==> images/pins.png <==
Pins as bars across the die edge, other pins in grey.
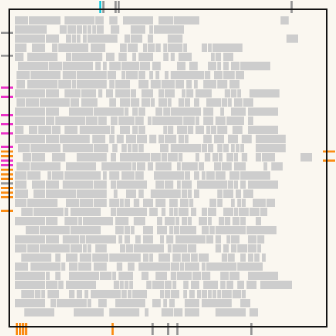
==> images/metal_stack.png <==
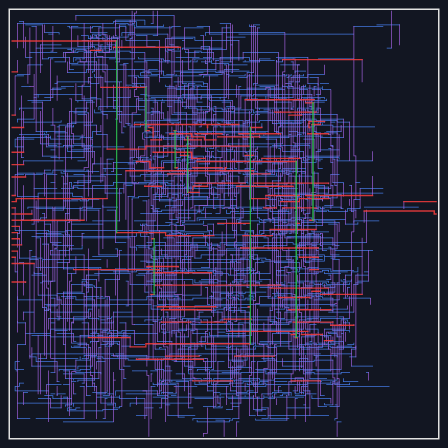
==> images/gate_families.png <==
The bar under the picture is 20 µm long.
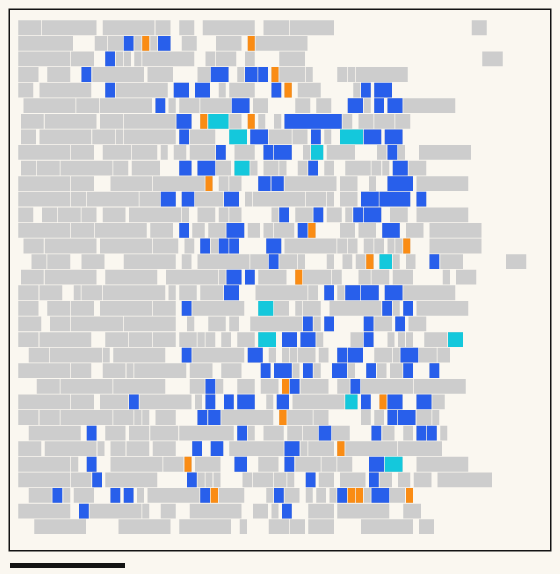
[src/rtl/uart_core_if.sv]
// CPU-side register strobes and status of the UART core.
// Serial pins stay plain ports on the core.
interface uart_core_if;
    logic [15:0] d;
    logic        wrtx;
    logic        wrbaud;
    logic        rd;
    logic [7:0]  q;
    logic        dv;
    logic        fe;
    logic        ove;
    logic        tend;
    logic        thre;

    modport master (
        output d, wrtx, wrbaud, rd,
        input  q, dv, fe, ove, tend, thre
    );

    modport slave (
        input  d, wrtx, wrbaud, rd,
        output q, dv, fe, ove, tend, thre
    );
endinterface

[src/rtl/uart_core.sv]
// Full-duplex 8N1 UART with a shared programmable baud divider.
// Independent TX and RX state machines, each with its own bit counter.
module uart_core #(
    parameter int unsigned BAUDBITS = 12
) (
    input  logic        clk,
    input  logic        reset,
    input  logic        rxd,
    output logic        txd,
    uart_core_if.slave  bus
);

    typedef enum logic [1:0] {TX_IDLE, TX_START, TX_DATA, TX_STOP} tx_state_t;
    typedef enum logic [1:0] {RX_IDLE, RX_START, RX_DATA, RX_STOP} rx_state_t;

    logic [BAUDBITS-1:0] div;

    tx_state_t           tx_state;
    logic [BAUDBITS-1:0] tx_cnt;
    logic [2:0]          tx_bit;
    logic [7:0]          tx_hold;
    logic [7:0]          tx_shift;
    logic                txd_r;
    logic                thre_r;
    logic                tend_r;

    rx_state_t           rx_state;
    logic [1:0]          rx_sync;
    logic                rx_s;
    logic [BAUDBITS-1:0] rx_cnt;
    logic [BAUDBITS-1:0] rx_half;
    logic [2:0]          rx_bit;
    logic [7:0]          rx_shift;
    logic [7:0]          q_r;
    logic                dv_r;
    logic                fe_r;
    logic                ove_r;
    logic                unused_d;

    assign txd      = txd_r;
    assign bus.q    = q_r;
    assign bus.dv   = dv_r;
    assign bus.fe   = fe_r;
    assign bus.ove  = ove_r;
    assign bus.tend = tend_r;
    assign bus.thre = thre_r;
    assign unused_d = ^bus.d;

    // Counters read div only on reload, so a new divider never truncates a bit.
    always_ff @(posedge clk or negedge reset) begin
        if (!reset) begin
            div <= '0;
        end else if (bus.wrbaud) begin
            div <= bus.d[BAUDBITS-1:0];
        end
    end

    always_ff @(posedge clk or negedge reset) begin
        if (!reset) begin
            tx_state <= TX_IDLE;
            tx_cnt   <= '0;
            tx_bit   <= '0;
            tx_hold  <= '0;
            tx_shift <= '0;
            txd_r    <= 1'b1;
            thre_r   <= 1'b1;
            tend_r   <= 1'b1;
        end else begin
            if (bus.wrtx && thre_r) begin
                tx_hold <= bus.d[7:0];
                thre_r  <= 1'b0;
            end
            case (tx_state)
                TX_IDLE: begin
                    if (!thre_r) begin
                        tx_shift <= tx_hold;
                        thre_r   <= 1'b1;
                        tend_r   <= 1'b0;
                        txd_r    <= 1'b0;
                        tx_cnt   <= div;
                        tx_state <= TX_START;
                    end
                end
                TX_START: begin
                    if (tx_cnt == '0) begin
                        txd_r    <= tx_shift[0];
                        tx_shift <= {1'b0, tx_shift[7:1]};
                        tx_bit   <= '0;
                        tx_cnt   <= div;
                        tx_state <= TX_DATA;
                    end else begin
                        tx_cnt <= tx_cnt - BAUDBITS'(1);
                    end
                end
                TX_DATA: begin
                    if (tx_cnt == '0) begin
                        tx_cnt <= div;
                        if (tx_bit == 3'd7) begin
                            txd_r    <= 1'b1;
                            tx_state <= TX_STOP;
                        end else begin
                            txd_r    <= tx_shift[0];
                            tx_shift <= {1'b0, tx_shift[7:1]};
                            tx_bit   <= tx_bit + 3'd1;
                        end
                    end else begin
                        tx_cnt <= tx_cnt - BAUDBITS'(1);
                    end
                end
                TX_STOP: begin
                    if (tx_cnt == '0) begin
                        // A waiting byte starts immediately, keeping frames gapless.
                        if (!thre_r) begin
                            tx_shift <= tx_hold;
                            thre_r   <= 1'b1;
                            txd_r    <= 1'b0;
                            tx_cnt   <= div;
                            tx_state <= TX_START;
                        end else begin
                            tend_r   <= 1'b1;
                            tx_state <= TX_IDLE;
                        end
                    end else begin
                        tx_cnt <= tx_cnt - BAUDBITS'(1);
                    end
                end
                default: tx_state <= TX_IDLE;
            endcase
        end
    end

    always_ff @(posedge clk or negedge reset) begin
        if (!reset) begin
            rx_sync <= 2'b11;
        end else begin
            rx_sync <= {rx_sync[0], rxd};
        end
    end

    assign rx_s    = rx_sync[1];
    assign rx_half = BAUDBITS'(({1'b0, div} + 1'b1) >> 1);

    always_ff @(posedge clk or negedge reset) begin
        if (!reset) begin
            rx_state <= RX_IDLE;
            rx_cnt   <= '0;
            rx_bit   <= '0;
            rx_shift <= '0;
            q_r      <= '0;
            dv_r     <= 1'b0;
            fe_r     <= 1'b0;
            ove_r    <= 1'b0;
        end else begin
            if (bus.rd) begin
                dv_r  <= 1'b0;
                fe_r  <= 1'b0;
                ove_r <= 1'b0;
            end
            case (rx_state)
                RX_IDLE: begin
                    if (!rx_s) begin
                        rx_cnt   <= rx_half;
                        rx_state <= RX_START;
                    end
                end
                RX_START: begin
                    if (rx_cnt == '0) begin
                        if (rx_s) begin
                            rx_state <= RX_IDLE;
                        end else begin
                            rx_cnt   <= div;
                            rx_bit   <= '0;
                            rx_state <= RX_DATA;
                        end
                    end else begin
                        rx_cnt <= rx_cnt - BAUDBITS'(1);
                    end
                end
                RX_DATA: begin
                    if (rx_cnt == '0) begin
                        rx_shift <= {rx_s, rx_shift[7:1]};
                        rx_cnt   <= div;
                        if (rx_bit == 3'd7) begin
                            rx_state <= RX_STOP;
                        end else begin
                            rx_bit <= rx_bit + 3'd1;
                        end
                    end else begin
                        rx_cnt <= rx_cnt - BAUDBITS'(1);
                    end
                end
                RX_STOP: begin
                    if (rx_cnt == '0) begin
                        // Completion overrides a coincident rd; overrun only without rd.
                        q_r   <= rx_shift;
                        dv_r  <= 1'b1;
                        fe_r  <= ~rx_s;
                        if (dv_r && !bus.rd) begin
                            ove_r <= 1'b1;
                        end
                        rx_state <= RX_IDLE;
                    end else begin
                        rx_cnt <= rx_cnt - BAUDBITS'(1);
                    end
                end
                default: rx_state <= RX_IDLE;
            endcase
        end
    end

endmodule

[src/flat_wrapper.sv]
// flat-port wrapper written by rule: the top's interface ports become plain ports
module uart_core_flat 
#(
    parameter int unsigned BAUDBITS = 12
)
  (clk, reset, rxd, txd, bus_d, bus_wrtx, bus_wrbaud, bus_rd, bus_q, bus_dv, bus_fe, bus_ove, bus_tend, bus_thre);
  uart_core_if bus_i ();
  input  logic clk;
  input  logic reset;
  input  logic rxd;
  output logic txd;
  input wire logic [$bits(bus_i.d)-1:0] bus_d;
  input wire logic [$bits(bus_i.wrtx)-1:0] bus_wrtx;
  input wire logic [$bits(bus_i.wrbaud)-1:0] bus_wrbaud;
  input wire logic [$bits(bus_i.rd)-1:0] bus_rd;
  output wire logic [$bits(bus_i.q)-1:0] bus_q;
  output wire logic [$bits(bus_i.dv)-1:0] bus_dv;
  output wire logic [$bits(bus_i.fe)-1:0] bus_fe;
  output wire logic [$bits(bus_i.ove)-1:0] bus_ove;
  output wire logic [$bits(bus_i.tend)-1:0] bus_tend;
  output wire logic [$bits(bus_i.thre)-1:0] bus_thre;
  assign bus_i.d = bus_d;
  assign bus_i.wrtx = bus_wrtx;
  assign bus_i.wrbaud = bus_wrbaud;
  assign bus_i.rd = bus_rd;
  assign bus_q = bus_i.q;
  assign bus_dv = bus_i.dv;
  assign bus_fe = bus_i.fe;
  assign bus_ove = bus_i.ove;
  assign bus_tend = bus_i.tend;
  assign bus_thre = bus_i.thre;
  uart_core #(.BAUDBITS(BAUDBITS)) u_core (.clk(clk), .reset(reset), .rxd(rxd), .txd(txd), .bus(bus_i));
endmodule
[config.mk]
export PLATFORM = sky130hd
export DESIGN_NAME = uart_core_flat
export DESIGN_NICKNAME = d
export VERILOG_FILES = /design/src/rtl/uart_core_if.sv /design/src/rtl/uart_core.sv /design/src/flat_wrapper.sv
export SDC_FILE = /design/constraint.sdc
export NUM_CORES = 1
export LEC_CHECK = 0
export CAP_MARGIN = 20
export CORE_UTILIZATION = 59
export DETAILED_ROUTE_END_ITERATION = 10
export GPL_ROUTABILITY_DRIVEN = 0
export PLACE_DENSITY = 0.84
export SLEW_MARGIN = 30
export SYNTH_ARGS = -nofsm -noshare
export SYNTH_HDL_FRONTEND = slang
export SYNTH_SLANG_ARGS = --single-unit
[constraint.sdc]
create_clock -name clk -period 2.8 [get_ports clk]
set_clock_uncertainty 0.15 [all_clocks]
set_input_delay 0.42 -clock clk [delete_from_list [all_inputs] [get_ports clk]]
set_output_delay 0.42 -clock clk [all_outputs]
set_load 0.1 [all_outputs]
==> impl_metrics.yaml <==
# generated from flow reports
outcome:
  status: "finished, final reports clean"
pwr:
  pwr-share-clk: 0.159
  pg_seq_uw: 2000
  swShare: 0.444
  powerClk_uw: 896
  power.switching_uw: 2500
  pg_comb_uw: 2740
  pwr-share-seq: 0.355
  combPwrFrac: 0.486
  power-per-cell-area_nw_per_um2: 1000
detailed_routing:
  drt_iter0_drc: 352
  drc_errors: 0
  wl_met1_um: 5300
  postRouteAntennaNets: 0
  drt_wl_total_um: 12000
sta:
  hold_slack_ns: 0.212
  setup_violations: 0
  fin_crit_ns: 2.65
  slew_viol_final: 0
  hold_viol: 0
  layout_setup_ws_ns: 0.153
  period_used_share: 0.945
cells_and_area:
  clkbuf_count: 10
  seq_cells: 86
  final_cell_mix: "81 x dfrtp_1, 53 x nand2_1, 45 x o21ai_0"
  area_growth_syn_to_layout_pct: 11.9
  drive_above_1_share: 0.183
  n_antenna_cell: 0
  nMultiInputCombCells: 376
  final_common_cell: "dfrtp_1"
yosys:
  synth.cellmix.adderShare: 0.0449
  syn_inst: 514
  syn-num-nets: 554
  common_cells: "81 x dfrtp_1, 53 x nand2_1, 45 x o21ai_0"
  ys_chip_area_um2: 5020
  yosysWarnings: 0
  simple_gate_share: 0.149
  ys_top_cells_by_area: "dfrtp_1 40%, mux2_2 8.1%, ha_1 4.5%"
  top_logic_kind: "AND-OR/OR-AND gates"
  syn_area_um2: 5020
global_routing:
  grt_max_degree: 39
  use_met1: 0.428
  grt_pass1_wl_um: 20400
  grt_util_met2: 0.451
  busiest_layer: "met2"
  grt_pass1_vias: 4160
  grtUsageTotal: 0.297
min_path:
  hold_depth: 0
  min_from: "u_core.rx_sync[0]"
worst_setup_path:
  cp_num_buf_inv: 1
  r2r_end: "u_core.tx_cnt[5]"
  slowest_stage: "or3_1"
  cp-startpoint: "u_core.tx_cnt[0]"
  start_kind: "flop"
  path_delay_family: "simple AND/OR/NAND/NOR gates"
  worstSetupPathType: "flop to flop"
  worstPathRequired_ns: 2.90
  crit_chain: "inv_1, ha_1, or3b_2, or3_1, nor3_1, a211oi_1, o22a_1"
clock_network:
  cts_tree: "built"
  insertion_delay_ns: 0.36
  clock_sinks: 86
  clock_path_buffers: 2
  root_buffer: "clkbuf_8"
place:
  pre_cts_slack_ns: 0.0903
run:
  warnings: 40
floorplan:
  die_w_um: 94.2
  die_area_um2: 8880
  rows: 33
## Picture notes: pins.png
orange -> bus_d  # pins 16, direction input, edge 9 left, 5 bottom, 2 right
cyan -> bus_rd  # pins 1, direction input, edge top
magenta -> bus_q  # pins 8, direction output, edge left

## Picture notes: metal_stack.png
purple -> met2  # wire length 5680 µm
red -> met3  # wire length 842 µm
blue -> met1  # wire length 5300 µm
green -> met4  # wire length 197 µm

## Picture notes: gate_families.png
blue -> inverting AOI/OAI gates  # cells 126
cyan -> AND and OR gates  # cells 11
orange -> inverters  # cells 20

[cells by family (layout without fill, tap and decap cells)]
group / after synthesis / after routing
compound gates: 149 / 149
xor+xnor: 14 / 14
fa+ha+maj: 18 / 18
buf+inv: 52 / 84
flops: 86 / 86
mux: 47 / 47
simple gates: 148 / 148
[metrics by stage]
step	power (µW)	cell area, µm²
floorplan	4000	5020
global placement	4510	5390
detailed placement	4640	5390
CTS	5560	5600
global route	6020	5610
finish	5640	5610
[state kept, by name, indices dropped and copies added, names as in the netlist, 2 cells and up, named ones only]
signal	flops
u_core.rx_cnt	12
u_core.rx_bit	3
u_core.tx_hold	8
u_core.tx_shift	8
u_core.rx_sync	2
u_core.bus.q	8
u_core.rx_shift	8
u_core.tx_bit	3
u_core.tx_state	2
u_core.tx_cnt	12
u_core.div	12
No activity file was given, so power comes from the tool's default toggle rates.
